<file path="src/rtl/pc_fetch.sv">
// Program counter register and instruction-fetch sequencer.
// Holds pc/pc4, runs the instruction-memory request/ready handshake with a
// bounded wait, and hands each fetched word to decode with a valid/stall
// handshake. Every output is a register; imem_addr is the pc register itself.
module pc_fetch #(
    parameter logic [31:0] RESET_PC     = 32'h0000_0000,
    parameter int          IMEM_TIMEOUT = 15
) (
    input  logic        clock,
    input  logic        reset,
    input  logic [31:0] saida_pc,
    input  logic        stall,
    input  logic        imem_ready,
    input  logic [31:0] imem_data,
    output logic        imem_req,
    output logic [31:0] imem_addr,
    output logic [31:0] pc,
    output logic [31:0] pc4,
    output logic [31:0] instrucao,
    output logic        instr_valid,
    output logic        erro_fetch
);

    // Timer counts the ready-low edges seen in FETCH; it never exceeds
    // IMEM_TIMEOUT-1 because that edge moves the FSM to ERROR.
    localparam int          TW          = $clog2(IMEM_TIMEOUT + 1);
    localparam logic [TW-1:0] TIMER_LAST = TW'(IMEM_TIMEOUT - 1);
    localparam logic [31:0] RESET_PC4   = RESET_PC + 32'd4;

    typedef enum logic [1:0] {
        IDLE  = 2'd0,
        FETCH = 2'd1,
        VALID = 2'd2,
        ERROR = 2'd3
    } state_t;

    state_t        state_reg, state_next;
    logic [31:0]   pc_reg, pc_next;
    logic [31:0]   pc4_reg, pc4_next;
    logic [31:0]   instr_reg, instr_next;
    logic          valid_reg, valid_next;
    logic          req_reg, req_next;
    logic          err_reg, err_next;
    logic [TW-1:0] timer_reg, timer_next;

    // State and output registers; synchronous reset abandons any fetch in flight.
    always_ff @(posedge clock) begin
        if (reset) begin
            state_reg <= IDLE;
            pc_reg    <= RESET_PC;
            pc4_reg   <= RESET_PC4;
            instr_reg <= 32'h0;
            valid_reg <= 1'b0;
            req_reg   <= 1'b0;
            err_reg   <= 1'b0;
            timer_reg <= '0;
        end else begin
            state_reg <= state_next;
            pc_reg    <= pc_next;
            pc4_reg   <= pc4_next;
            instr_reg <= instr_next;
            valid_reg <= valid_next;
            req_reg   <= req_next;
            err_reg   <= err_next;
            timer_reg <= timer_next;
        end
    end

    // Next-state and next-output logic; everything holds unless a case changes it.
    always_comb begin
        state_next = state_reg;
        pc_next    = pc_reg;
        pc4_next   = pc4_reg;
        instr_next = instr_reg;
        valid_next = valid_reg;
        req_next   = req_reg;
        err_next   = err_reg;
        timer_next = timer_reg;

        case (state_reg)
            IDLE: begin
                state_next = FETCH;
                req_next   = 1'b1;
            end

            FETCH: begin
                // stall is deliberately ignored here: decode has nothing yet.
                if (imem_ready) begin
                    instr_next = imem_data;
                    valid_next = 1'b1;
                    req_next   = 1'b0;
                    timer_next = '0;
                    state_next = VALID;
                end else if (timer_reg == TIMER_LAST) begin
                    req_next   = 1'b0;
                    err_next   = 1'b1;
                    state_next = ERROR;
                end else begin
                    timer_next = timer_reg + TW'(1);
                end
            end

            VALID: begin
                if (!stall) begin
                    // Instruction consumed: saida_pc is only trusted on this edge.
                    pc_next    = saida_pc;
                    pc4_next   = saida_pc + 32'd4;
                    valid_next = 1'b0;
                    if (saida_pc[1:0] == 2'b00) begin
                        req_next   = 1'b1;
                        state_next = FETCH;
                    end else begin
                        err_next   = 1'b1;
                        state_next = ERROR;
                    end
                end
            end

            ERROR: begin
                // Sticky until reset; pc keeps the offending/stalled address.
                req_next   = 1'b0;
                valid_next = 1'b0;
                err_next   = 1'b1;
            end

            default: begin
                state_next = IDLE;
            end
        endcase
    end

    assign imem_req    = req_reg;
    assign imem_addr   = pc_reg;
    assign pc          = pc_reg;
    assign pc4         = pc4_reg;
    assign instrucao   = instr_reg;
    assign instr_valid = valid_reg;
    assign erro_fetch  = err_reg;

endmodule

</file>
<file path="config.mk">
export PLATFORM = sky130hd
export DESIGN_NAME = pc_fetch
export DESIGN_NICKNAME = d
export VERILOG_FILES = /design/src/rtl/pc_fetch.sv
export SDC_FILE = /design/constraint.sdc
export NUM_CORES = 1
export LEC_CHECK = 0
export CORE_ASPECT_RATIO = 0.5
export CORE_MARGIN = 2
export CORE_UTILIZATION = 43
export DETAILED_ROUTE_END_ITERATION = 12
export GPL_TIMING_DRIVEN = 0
export PLACE_DENSITY = 0.81
export SYNTH_ARGS = -nofsm -noshare
export SYNTH_HDL_FRONTEND = slang
export SYNTH_SLANG_ARGS = --single-unit
export TNS_END_PERCENT = 10
</file>
<file path="constraint.sdc">
create_clock -name clock -period 2.3 [get_ports clock]
set_input_delay 0.23 -clock clock [delete_from_list [all_inputs] [get_ports clock]]
set_output_delay 0.23 -clock clock [all_outputs]
set_load 0.02 [all_outputs]
</file>
==> run_1/util_map.png <==
The die is cut into 15 by 8 equal tiles; dark blue is low, red is high, 0 to 100% covered.
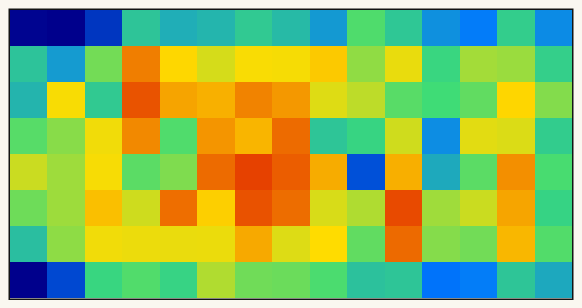
The densest ninth of the die: middle. The fullest tile reaches 93%. The mean over all tiles is 59%.

==> run_1/layers.png <==
Bar = 50 um.
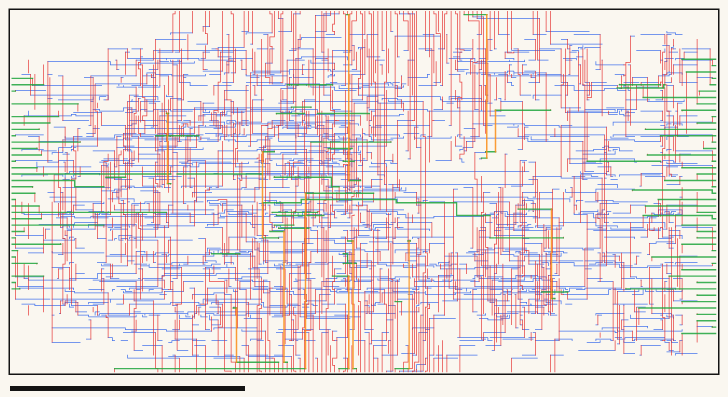
Red stands for M2, wire length 6490 um. Orange stands for M4, wire length 278 um. Green stands for M3, wire length 916 um. Blue stands for M1, wire length 6000 um.

==> run_1/gates.png <==
Bar = 50 um.
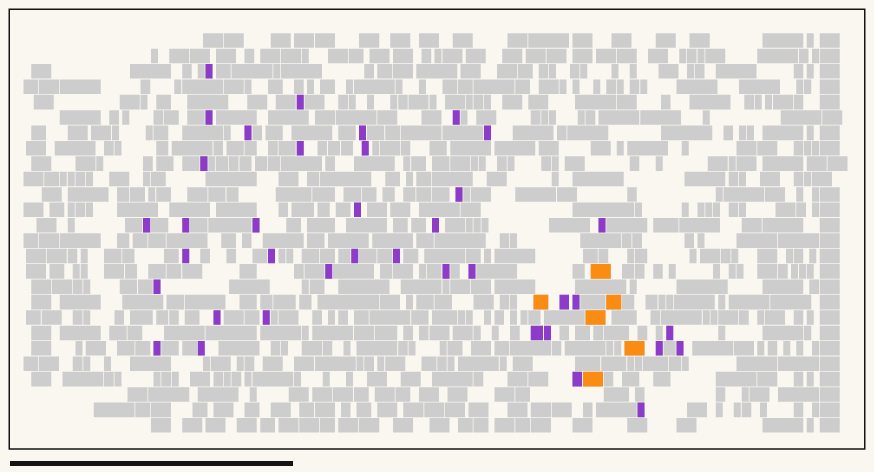
Orange stands for non-inverting ao/oa cells, cells 6. Purple stands for nor cells, cells 38.

==> impl_metrics.csv, run 1 <==
group,metric,value,unit
outcome,outcome,"finished clean",
flow_run,max_cap_viol_count,0,
finish,fin_cells,924,
critical_path,cp_top_family,"buffers and inverters",
clocking,clk_latency,340,ps
grt,grt_start_max_net_pins,16,
grt,grt_remaining_overflow,0,
finish,syn_to_final_growth,52.84,%
timing,setup_slack,98.57,ps
logic_synthesis,ys_chip_area,4643,um^2
drt,wl,13680,um
logic_synthesis,postSynthCellCount,573,
flow_run,warnings,33,
clocking,cts_hold_buf,0,
logic_synthesis,ys_ff,103,
power,finalPower,0.005453,W
place,gp_congestion,0.8160,
timing,slew_headroom,57.52,%
drt,drt_iter0_drc,204,
floorplan,core,10340,um^2
power,p_int,0.003745,W
logic_synthesis,syn_avg_cell_area,8.103,um^2
floorplan,die_width,151.0,um
finish,comb_share,29.67,%
critical_path,worstSetupPathType,"reg -> reg",
clocking,cts_max_path_buffers,2,
timing,fin_crit_sh,95.71,%
finish,design.seq.count,103,
logic_synthesis,synth-main-ff-cell,"dfxtp_1",
drt,ant_nets,0,
grt,grt_first_pass_wirelength,22180,um
power,p_leak,2.483,nW
finish,comb_cells,389,
drt,top_layer,"met4",
critical_path,worstPathCellList,"inv_1 > ha_1 > clkbuf_1 > nor2b_1 > buf_2 > clkbuf_1 > nor2_1 > a311oi_1",
grt,grt_use_total,23.53,%
finish,regArea,2062,um^2
finish,nNonClkInverters,5,
logic_synthesis,yosysWarningCount,0,
clocking,cts-root-buf,"clkbuf_16",
drt,vias_per_cell,5.067,
floorplan,fp-utilization,44.88,%
critical_path,cp_max_fo,10,
drt,wl_per_cell,14.81,um
finish,antenna_cells,0,
place,place_inst,909,
drt,wirelength_met1,6001,um
drt,drc,0,
timing,tightest_slew,637.3,ps
clocking,post_cts_buffers,0,
power,p_sw_share,31.33,%
finish,design_area,7097,um^2
place,port_buffers,196,
power,clkPwrFrac,29.9,%
critical_path,worst_path_max_delay_cell,"clkbuf_1",
logic_synthesis,xor_share,2.641,%
logic_synthesis,synth_cell_types,42,
logic_synthesis,compound_area_share,17.14,%
logic_synthesis,syn_area,4643,um^2
finish,clock_area_share,4.408,%
logic_synthesis,synthesis.nets,650,
logic_synthesis,ys_sh_simple,23.15,%
floorplan,rows,26,
logic_synthesis,top_logic_kind,"simple AND/OR/NAND/NOR gates",
finish,largest_class,"buffers",
finish,layout_top_cells,"clkdlybuf4s50_1, nand2_1, dfxtp_1",
grt,grt_busiest_layer,"met2",
logic_synthesis,ys_sh_mux,0,%
run 1: per-stage QoR:
| stage | hold slack [ps] | util (%) |
|---|---|---|
| after global placement | 440.9 | 65.54 |
| after detailed placement | 446.3 | 65.54 |
| after floorplan | 366.0 | - |
| after CTS | 288.9 | 68.58 |
| final | 297.2 | 68.60 |
| after global routing | 328.7 | 68.60 |
run 1: worst paths after layout:
path,from,endpoint,cells after the start
worst min-delay path,saida_pc[18],imem_addr[18]$_SDFFE_PP0P_,3
worst min register to register,instrucao[23]$_SDFFE_PP0P_,instrucao[23]$_SDFFE_PP0P_,2
worst max-delay path,state_reg[0]$_SDFFE_PP0P_,pc4[25]$_SDFFE_PP0P_,8
worst max register to register,state_reg[0]$_SDFFE_PP0P_,pc4[25]$_SDFFE_PP0P_,8
==> run 2: changes to the inputs <==
clock period = 2.4 ns   (was 2.3 ns; I/O delays follow)
==> run 2 against run 1 <==
Compared with the run above: combinational power decreased by 4%; maximum frequency rose by 1.1%; final cell count stayed put; worst setup slack improved by 120 ps; die area stayed put; clock skew about the same; register-to-register slack gained 120 ps; utilization about the same; routed wire length barely moved; critical path type unchanged; critical endpoint is now pc4[26]$_SDFFE_PP0P_; highest routed layer unchanged.
==> impl_metrics.csv, run 2 <==
group,metric,value,unit
clocking,cts_max_path_buffers,2,
drt,drc,0,
floorplan,die_width,151.0,um
critical_path,worstPathCellList,"inv_1 > ha_1 > clkbuf_1 > nor2b_1 > buf_2 > clkbuf_1 > nor2_1 > a311oi_1",
drt,vias_per_cell,5.076,
logic_synthesis,syn_avg_cell_area,8.103,um^2
logic_synthesis,synthesis.nets,650,
critical_path,reg2regPathDepth,8,
clocking,cts-root-buf,"clkbuf_16",
flow_run,warnings,33,
finish,layout_top_cells,"clkdlybuf4s50_1, nand2_1, dfxtp_1",
clocking,clk_latency,340,ps
finish,comb_share,29.68,%
critical_path,r2r_start,"state_reg[0]$_SDFFE_PP0P_",
finish,fin_cells,924,
finish,regArea,2062,um^2
power,clkPwrFrac,29.8,%
place,port_buffers,196,
floorplan,rows,26,
grt,grt_start_max_net_pins,16,
power,p_int,0.003588,W
critical_path,worstSetupPathType,"reg -> reg",
logic_synthesis,synth_cell_types,42,
critical_path,cp_top_family,"buffers and inverters",
timing,slew_headroom,57.23,%
finish,antenna_cells,0,
finish,clock_area_share,4.408,%
grt,grt_use_total,23.53,%
timing,fin_crit_sh,90.70,%
hold_path,hold_end,"imem_addr[18]$_SDFFE_PP0P_",
clocking,cts_hold_buf,0,
finish,nNonClkInverters,5,
finish,comb_cells,389,
critical_path,critPathLaunch,"state_reg[0]$_SDFFE_PP0P_",
logic_synthesis,synth-main-ff-cell,"dfxtp_1",
floorplan,core,10340,um^2
outcome,outcome,"finished clean",
clocking,post_cts_buffers,0,
timing,hold_slack,307.0,ps
drt,wl,13670,um
[run 2: netlist changes by cell type in the layout (fill, tap and decap cells not counted), sizes merged]
cell    previous run  this run
buf               44        43
clkbuf            43        44
[run 2: how the worst max path moves through the flow]
stage	end	slack (ps)	cells after the start
floorplan	imem_addr[18]$_SDFFE_PP0P_	610	9
global placement	pc4[22]$_SDFFE_PP0P_	20	8
detailed placement	pc4[22]$_SDFFE_PP0P_	-40	8
CTS	imem_addr[22]$_SDFFE_PP0P_	20	9
global route	pc4[25]$_SDFFE_PP0P_	-8	8
finish	pc4[26]$_SDFFE_PP0P_	220	8
[run 2: logic make-up after synthesis]
kind of cell	synth area share, %
simple gates	23.15
buf+inv	10.24
compound gates	17.14
flops	44.41
xor+xnor	2.641
fa+ha+maj	2.425
==> run_2/util_map.png <==
The die is cut into 15 by 8 equal tiles; dark blue is low, red is high, 0 to 100% covered.
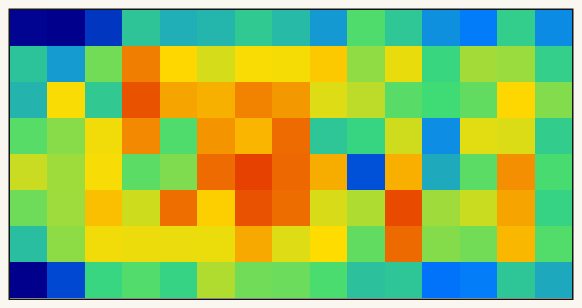
2.5% of the tiles are nearly empty. The densest ninth of the die: middle. The mean over all tiles is 59%. 25% of the tiles are over 75% full. The fullest tile reaches 93%.

==> run_2/congestion_map.png <==
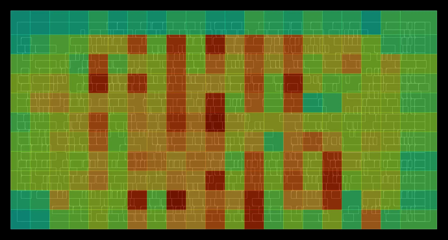
Layout Utilization: 68.59%
Routed wire per std cell: 14.79 um

Power is estimated from default activity; no workload was simulated.
